## src/rtl/wishbone_rr_arbiter_if.sv

```systemverilog
// Bus bundle for the round-robin Wishbone arbiter: N master ports plus one slave port.
// slave modport is the arbiter's view; master modport is the surrounding system's view.
interface wishbone_rr_arbiter_if #(
   parameter int NUM_MASTERS = 2,
   parameter int ADDR_W      = 30,
   parameter int DATA_W      = 32
);
   localparam int SEL_W = DATA_W / 8;

   logic [NUM_MASTERS-1:0][ADDR_W-1:0] m_adr;
   logic [NUM_MASTERS-1:0][DATA_W-1:0] m_dat_w;
   logic [NUM_MASTERS-1:0][SEL_W-1:0]  m_sel;
   logic [NUM_MASTERS-1:0]             m_cyc;
   logic [NUM_MASTERS-1:0]             m_stb;
   logic [NUM_MASTERS-1:0]             m_we;
   logic [NUM_MASTERS-1:0][2:0]        m_cti;
   logic [NUM_MASTERS-1:0][1:0]        m_bte;
   logic [NUM_MASTERS-1:0][DATA_W-1:0] m_dat_r;
   logic [NUM_MASTERS-1:0]             m_ack;
   logic [NUM_MASTERS-1:0]             m_err;

   logic [ADDR_W-1:0] s_adr;
   logic [DATA_W-1:0] s_dat_w;
   logic [SEL_W-1:0]  s_sel;
   logic              s_cyc;
   logic              s_stb;
   logic              s_we;
   logic [2:0]        s_cti;
   logic [1:0]        s_bte;
   logic [DATA_W-1:0] s_dat_r;
   logic              s_ack;
   logic              s_err;

   logic [NUM_MASTERS-1:0] grant;

   modport slave (
      input  m_adr, m_dat_w, m_sel, m_cyc, m_stb, m_we, m_cti, m_bte,
      output m_dat_r, m_ack, m_err,
      output s_adr, s_dat_w, s_sel, s_cyc, s_stb, s_we, s_cti, s_bte,
      input  s_dat_r, s_ack, s_err,
      output grant
   );

   modport master (
      output m_adr, m_dat_w, m_sel, m_cyc, m_stb, m_we, m_cti, m_bte,
      input  m_dat_r, m_ack, m_err,
      input  s_adr, s_dat_w, s_sel, s_cyc, s_stb, s_we, s_cti, s_bte,
      output s_dat_r, s_ack, s_err,
      input  grant
   );
endinterface

```

## src/rtl/wishbone_rr_arbiter.sv

```systemverilog
// Round-robin Wishbone classic arbiter, N masters onto one slave, one owner per m_cyc span.
// Optional stall watchdog enabled by defining WB_ARB_TIMEOUT_EN.
module wishbone_rr_arbiter #(
   parameter int NUM_MASTERS    = 2,
   parameter int ADDR_W         = 30,
   parameter int DATA_W         = 32,
   parameter int TIMEOUT_CYCLES = 1024
) (
   input  logic                  clk,
   input  logic                  rst,
   wishbone_rr_arbiter_if.slave  bus
);
   localparam int IDX_W = (NUM_MASTERS > 1) ? $clog2(NUM_MASTERS) : 1;

   typedef enum logic {IDLE, OWNED} state_e;

   state_e                 state_q, state_d;
   logic [IDX_W-1:0]       owner_q, owner_d;
   logic [IDX_W-1:0]       rr_ptr_q, rr_ptr_d;
   logic [NUM_MASTERS-1:0] grant_q, grant_d;
   logic [IDX_W-1:0]       pick;
   logic                   pick_vld;
   logic                   owned;
   logic                   to_fire;

   function automatic logic [IDX_W-1:0] wrap(input int v);
      return (v >= NUM_MASTERS) ? IDX_W'(v - NUM_MASTERS) : IDX_W'(v);
   endfunction

   assign owned = (state_q == OWNED);

   // Scan from the farthest offset down so the requester closest to rr_ptr wins.
   always_comb begin
      pick     = '0;
      pick_vld = 1'b0;
      for (int i = NUM_MASTERS - 1; i >= 0; i--) begin
         if (bus.m_cyc[wrap(int'(rr_ptr_q) + i)]) begin
            pick     = wrap(int'(rr_ptr_q) + i);
            pick_vld = 1'b1;
         end
      end
   end

   always_comb begin
      state_d  = state_q;
      owner_d  = owner_q;
      rr_ptr_d = rr_ptr_q;
      grant_d  = grant_q;
      case (state_q)
         IDLE: begin
            if (pick_vld) begin
               state_d  = OWNED;
               owner_d  = pick;
               rr_ptr_d = wrap(int'(pick) + 1);
               grant_d  = NUM_MASTERS'(1) << pick;
            end
         end
         OWNED: begin
            // Release always passes through IDLE, guaranteeing a gap between owners.
            if (!bus.m_cyc[owner_q]) begin
               state_d = IDLE;
               grant_d = '0;
            end
         end
         default: begin
            state_d = IDLE;
            grant_d = '0;
         end
      endcase
   end

   always_ff @(posedge clk) begin
      if (rst) begin
         state_q  <= IDLE;
         owner_q  <= '0;
         rr_ptr_q <= '0;
         grant_q  <= '0;
      end else begin
         state_q  <= state_d;
         owner_q  <= owner_d;
         rr_ptr_q <= rr_ptr_d;
         grant_q  <= grant_d;
      end
   end

`ifdef WB_ARB_TIMEOUT_EN
   logic [15:0] to_cnt_q, to_cnt_d;
   logic        stalled;

   always_comb begin
      stalled  = owned & bus.m_stb[owner_q] & ~bus.s_ack & ~bus.s_err;
      to_fire  = stalled & (to_cnt_q == 16'(TIMEOUT_CYCLES - 1));
      to_cnt_d = (stalled && !to_fire) ? to_cnt_q + 16'd1 : 16'd0;
   end

   always_ff @(posedge clk) begin
      if (rst) to_cnt_q <= '0;
      else     to_cnt_q <= to_cnt_d;
   end
`else
   assign to_fire = 1'b0;
`endif

   // Slave-side fields follow the owner combinationally; controls are masked when idle,
   // in reset, or on the cycle the watchdog aborts the access.
   always_comb begin
      bus.s_adr   = bus.m_adr[owner_q];
      bus.s_dat_w = bus.m_dat_w[owner_q];
      bus.s_sel   = bus.m_sel[owner_q];
      bus.s_cti   = bus.m_cti[owner_q];
      bus.s_bte   = bus.m_bte[owner_q];
      bus.s_cyc   = owned & bus.m_cyc[owner_q] & ~to_fire & ~rst;
      bus.s_stb   = owned & bus.m_stb[owner_q] & ~to_fire & ~rst;
      bus.s_we    = owned & bus.m_we[owner_q];
      bus.m_dat_r = {NUM_MASTERS{bus.s_dat_r}};
      bus.m_ack   = '0;
      bus.m_err   = '0;
      if (owned && !rst) begin
         bus.m_ack[owner_q] = bus.s_ack;
         bus.m_err[owner_q] = bus.s_err | to_fire;
      end
      bus.grant = grant_q;
   end
endmodule

```

## src/flat_wrapper.sv

```systemverilog
// flat-port wrapper written by rule: the top's interface ports become plain ports
module wishbone_rr_arbiter_flat 
#(
   parameter int NUM_MASTERS    = 2,
   parameter int ADDR_W         = 30,
   parameter int DATA_W         = 32,
   parameter int TIMEOUT_CYCLES = 1024
)
  (clk, rst, bus_m_adr, bus_m_dat_w, bus_m_sel, bus_m_cyc, bus_m_stb, bus_m_we, bus_m_cti, bus_m_bte, bus_m_dat_r, bus_m_ack, bus_m_err, bus_s_adr, bus_s_dat_w, bus_s_sel, bus_s_cyc, bus_s_stb, bus_s_we, bus_s_cti, bus_s_bte, bus_s_dat_r, bus_s_ack, bus_s_err, bus_grant);
  wishbone_rr_arbiter_if #(.NUM_MASTERS(NUM_MASTERS), .ADDR_W(ADDR_W), .DATA_W(DATA_W)) bus_i ();
  input  logic clk;
  input  logic rst;
  input wire logic [$bits(bus_i.m_adr)-1:0] bus_m_adr;
  input wire logic [$bits(bus_i.m_dat_w)-1:0] bus_m_dat_w;
  input wire logic [$bits(bus_i.m_sel)-1:0] bus_m_sel;
  input wire logic [$bits(bus_i.m_cyc)-1:0] bus_m_cyc;
  input wire logic [$bits(bus_i.m_stb)-1:0] bus_m_stb;
  input wire logic [$bits(bus_i.m_we)-1:0] bus_m_we;
  input wire logic [$bits(bus_i.m_cti)-1:0] bus_m_cti;
  input wire logic [$bits(bus_i.m_bte)-1:0] bus_m_bte;
  output wire logic [$bits(bus_i.m_dat_r)-1:0] bus_m_dat_r;
  output wire logic [$bits(bus_i.m_ack)-1:0] bus_m_ack;
  output wire logic [$bits(bus_i.m_err)-1:0] bus_m_err;
  output wire logic [$bits(bus_i.s_adr)-1:0] bus_s_adr;
  output wire logic [$bits(bus_i.s_dat_w)-1:0] bus_s_dat_w;
  output wire logic [$bits(bus_i.s_sel)-1:0] bus_s_sel;
  output wire logic [$bits(bus_i.s_cyc)-1:0] bus_s_cyc;
  output wire logic [$bits(bus_i.s_stb)-1:0] bus_s_stb;
  output wire logic [$bits(bus_i.s_we)-1:0] bus_s_we;
  output wire logic [$bits(bus_i.s_cti)-1:0] bus_s_cti;
  output wire logic [$bits(bus_i.s_bte)-1:0] bus_s_bte;
  input wire logic [$bits(bus_i.s_dat_r)-1:0] bus_s_dat_r;
  input wire logic [$bits(bus_i.s_ack)-1:0] bus_s_ack;
  input wire logic [$bits(bus_i.s_err)-1:0] bus_s_err;
  output wire logic [$bits(bus_i.grant)-1:0] bus_grant;
  assign bus_i.m_adr = bus_m_adr;
  assign bus_i.m_dat_w = bus_m_dat_w;
  assign bus_i.m_sel = bus_m_sel;
  assign bus_i.m_cyc = bus_m_cyc;
  assign bus_i.m_stb = bus_m_stb;
  assign bus_i.m_we = bus_m_we;
  assign bus_i.m_cti = bus_m_cti;
  assign bus_i.m_bte = bus_m_bte;
  assign bus_m_dat_r = bus_i.m_dat_r;
  assign bus_m_ack = bus_i.m_ack;
  assign bus_m_err = bus_i.m_err;
  assign bus_s_adr = bus_i.s_adr;
  assign bus_s_dat_w = bus_i.s_dat_w;
  assign bus_s_sel = bus_i.s_sel;
  assign bus_s_cyc = bus_i.s_cyc;
  assign bus_s_stb = bus_i.s_stb;
  assign bus_s_we = bus_i.s_we;
  assign bus_s_cti = bus_i.s_cti;
  assign bus_s_bte = bus_i.s_bte;
  assign bus_i.s_dat_r = bus_s_dat_r;
  assign bus_i.s_ack = bus_s_ack;
  assign bus_i.s_err = bus_s_err;
  assign bus_grant = bus_i.grant;
  wishbone_rr_arbiter #(.NUM_MASTERS(NUM_MASTERS), .ADDR_W(ADDR_W), .DATA_W(DATA_W), .TIMEOUT_CYCLES(TIMEOUT_CYCLES)) u_core (.clk(clk), .rst(rst), .bus(bus_i));
endmodule
```

## config.mk

```make
export PLATFORM = sky130hd
export DESIGN_NAME = wishbone_rr_arbiter_flat
export DESIGN_NICKNAME = d
export VERILOG_FILES = /design/src/rtl/wishbone_rr_arbiter_if.sv /design/src/rtl/wishbone_rr_arbiter.sv /design/src/flat_wrapper.sv
export SDC_FILE = /design/constraint.sdc
export NUM_CORES = 1
export LEC_CHECK = 0
export CELL_PAD_IN_SITES_DETAIL_PLACEMENT = 1
export CELL_PAD_IN_SITES_GLOBAL_PLACEMENT = 2
export CORE_ASPECT_RATIO = 1.1
export CORE_MARGIN = 5
export CORE_UTILIZATION = 10
export DETAILED_ROUTE_END_ITERATION = 10
export PLACE_DENSITY = 0.95
export SYNTH_ARGS = -nofsm -noshare
export SYNTH_HDL_FRONTEND = slang
export SYNTH_SLANG_ARGS = --single-unit
```

## constraint.sdc

```tcl
create_clock -name clk -period 1.79 [get_ports clk]
set_clock_uncertainty 0.1 [all_clocks]
set_input_delay 0.537 -clock clk [delete_from_list [all_inputs] [get_ports clk]]
set_output_delay 0.537 -clock clk [all_outputs]
set_load 0.1 [all_outputs]
```

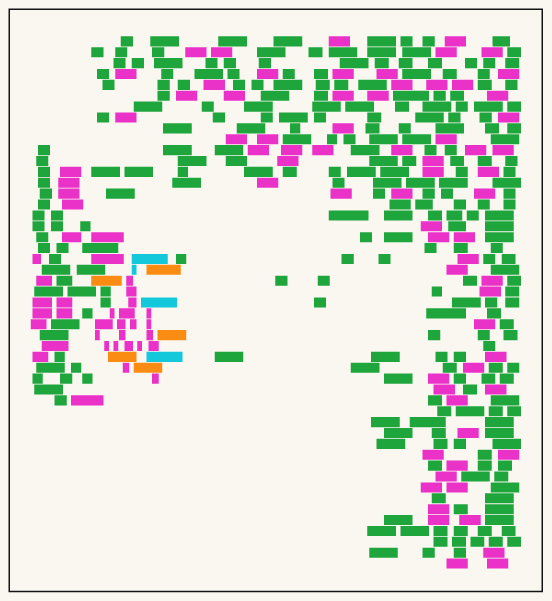
**Above:** placed cells, one colour a class.
Scale: 4 px per um.
- remaining logic cells: magenta (cells 104; share of their area 28%)
- clock drivers and dummy loads: cyan (cells 4; share of their area 1.6%)
- remaining buffers and delay cells: green (cells 254; share of their area 68%)
- sequential cells: orange (cells 5; share of their area 2.2%)

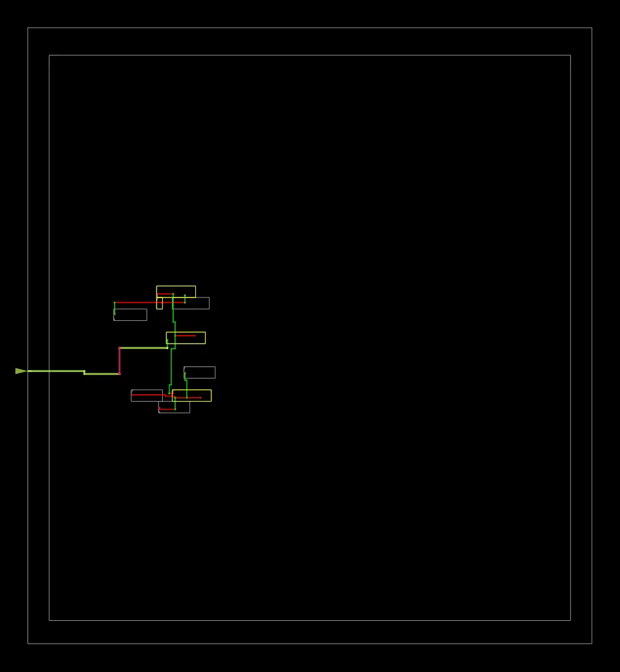
**Above:** clock nets.
clk_lat worst skew: 230 ps
flop count: 5
clock buf count: 4
Sink Count: 5
CTS Buf Count: 3

==> results.py <==
# Synthesis and PnR figures
metrics = {
    "grt": {
        "met3_usage_pct": 5.679,
        "grt_max_degree": 20,
        "grt.overflow.total": 0,
        "grt_pass1_wl_mm": 17.22,
        "grt-busiest-layer": "met2",
        "antenna_found_initial": 5,
        "grt_use_met2_pct": 21.60,
        "grt_pass1_vias": 2435,
    },
    "finish": {
        "nMultiInputCombCells": 103,
        "lay_top_count": "dlygate4sd2_1",
        "nNetsFinal": 552,
        "sh_comb_area_pct": 26.58,
        "buf_share_pct": 64.61,
        "seq_share_pct": 2.044,
        "largest_class": "buffers",
        "regArea_um2": 105.1,
        "fin_util_pct": 31.41,
        "combGateArea_um2": 1366,
        "final_area_um2": 5141,
        "n_all_inverters": 1,
    },
    "hold_path": {
        "min_from": "u_core.bus.grant[0]",
        "worstHoldPathType": "flip-flop to flip-flop",
        "whs_path_depth": 2,
        "hold_path_end": "u_core.bus.grant[0]",
    },
    "critical_path": {
        "ff2ff_path_depth": 6,
        "worstSetupPathType": "input port to output port",
        "r2r-end": "u_core.bus.grant[1]",
        "worstSetupEndpoint": "bus_s_dat_w[19]",
        "crit_arrival_ps": 1430,
    },
    "status": {
        "status": "finished with violations",
        "violations": "setup timing",
    },
    "sta": {
        "rsz0062_at_grt": "yes",
        "fin_crit_ps": 2071,
        "relSlewSlack_pct": 82.14,
        "setup_viol_count_final": 78,
        "fmax_mhz": 482.8,
        "holdWs_ps": 449.1,
        "setup_slack_ps": -281.3,
        "drv_slew": 0,
        "period_used_pct": 115.7,
        "final_hold_viol_count": 0,
    },
    "drt": {
        "antenna_left": 0,
        "wirelength_mm": 12.38,
        "wl_met3_mm": 1.425,
        "drtPass1Iterations": 4,
        "route.top_layer_used": "met5",
        "via_count": 2077,
        "dr_wl_met2_mm": 6.510,
        "first_iter_violations": 28,
        "vias_per_cell": 3.612,
    },
    "floorplanning": {
        "pin_count": 328,
        "tap_cells": 204,
        "die-area_um2": 19300,
        "core_um2": 16370,
        "die_h_um": 145.2,
        "rows": 49,
        "die_x_um": 132.9,
        "initCoreUtil_pct": 10.15,
    },
    "clock_tree": {
        "path_clk_slew_ps": 30,
        "cts_setup_buffers": 6,
    },
    "power": {
        "switchingPower_mw": 1.597,
        "internal-power_mw": 1.535,
        "pwr-share-clk_pct": 11.6,
        "irDropWorstVdd_v": 0.0002134,
        "switching_share_pct": 51.00,
    },
    "placement": {
        "place_area_um2": 4908,
        "io_buffers": 231,
        "dp_hpwl_mm": 10.56,
        "dp_slack_ps": -534.9,
        "globalplace.congestion": 0.8120,
    },
    "synthesis": {
        "yosys-top-cells-count": "mux2_2 (68), buf_4 (64), buf_2 (7), nor2_1 (7), dfxtp_1 (5)",
        "ff_type": "dfxtp_1",
        "netlist_area_um2": 1662,
        "edf_count": 0,
        "yosysCellCount": 183,
        "yosysWarnings": 0,
        "ys_ff": 5,
        "synth-async-reset-ratio_pct": 0,
        "synth_seq_share_pct": 6.024,
        "topCellsByArea": "mux2_2 (46%), buf_4 (29%), dfxtp_1 (6.0%), mux2_4 (3.6%), buf_2 (2.1%)",
        "synth_nets": 367,
        "top_area_cell": "mux2_2",
    },
}
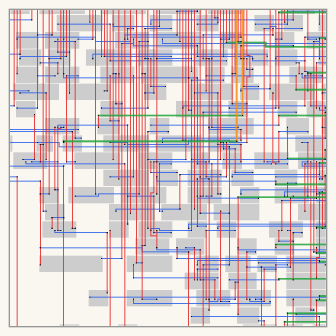
**Above:** a small window of the routed layout.
Window x 75 to 125, y 84 to 134 um. Cells in grey, sequential cells in the stronger grey; small squares are vias.
- M2: red
- M1: blue
- M4: orange
- M3: green
- cells with their middle in the window: 103
- sequential cells in the window: 0
- most frequent: dlygate4sd2_1 (27), mux2_4 (25), buf_12 (25)

cell families after synthesis:
family	synth area share [%]
flip-flops	6.024
multiplexers	51.51
buffers and inverters	33.28
AND/OR/NAND/NOR	5.949
AND-OR/OR-AND	3.238
metrics by stage:
| stage | std cells | setup TNS (ps) |
|---|---|---|
| 6_report | 575 | -18190 |
| 5_1_grt | 573 | -21280 |
| 4_1_cts | 568 | -18950 |
| 3_5_place_dp | 558 | -21910 |
| 3_3_place_gp | 558 | -20850 |
| 2_1_floorplan | 183 | -1050 |
flip-flops by register name, summed over array words and instances (netlist names):
signal / cells
u_core.rr_ptr_q: 1
u_core.owned: 1
u_core.bus.grant: 2
u_core.owner_q: 1
worst max-delay path, stage by stage:
cell and delay [ps]:
clkdlybuf4s50_1 430, mux2_4 290, buf_12 170
Power is estimated from default activity; no workload was simulated.
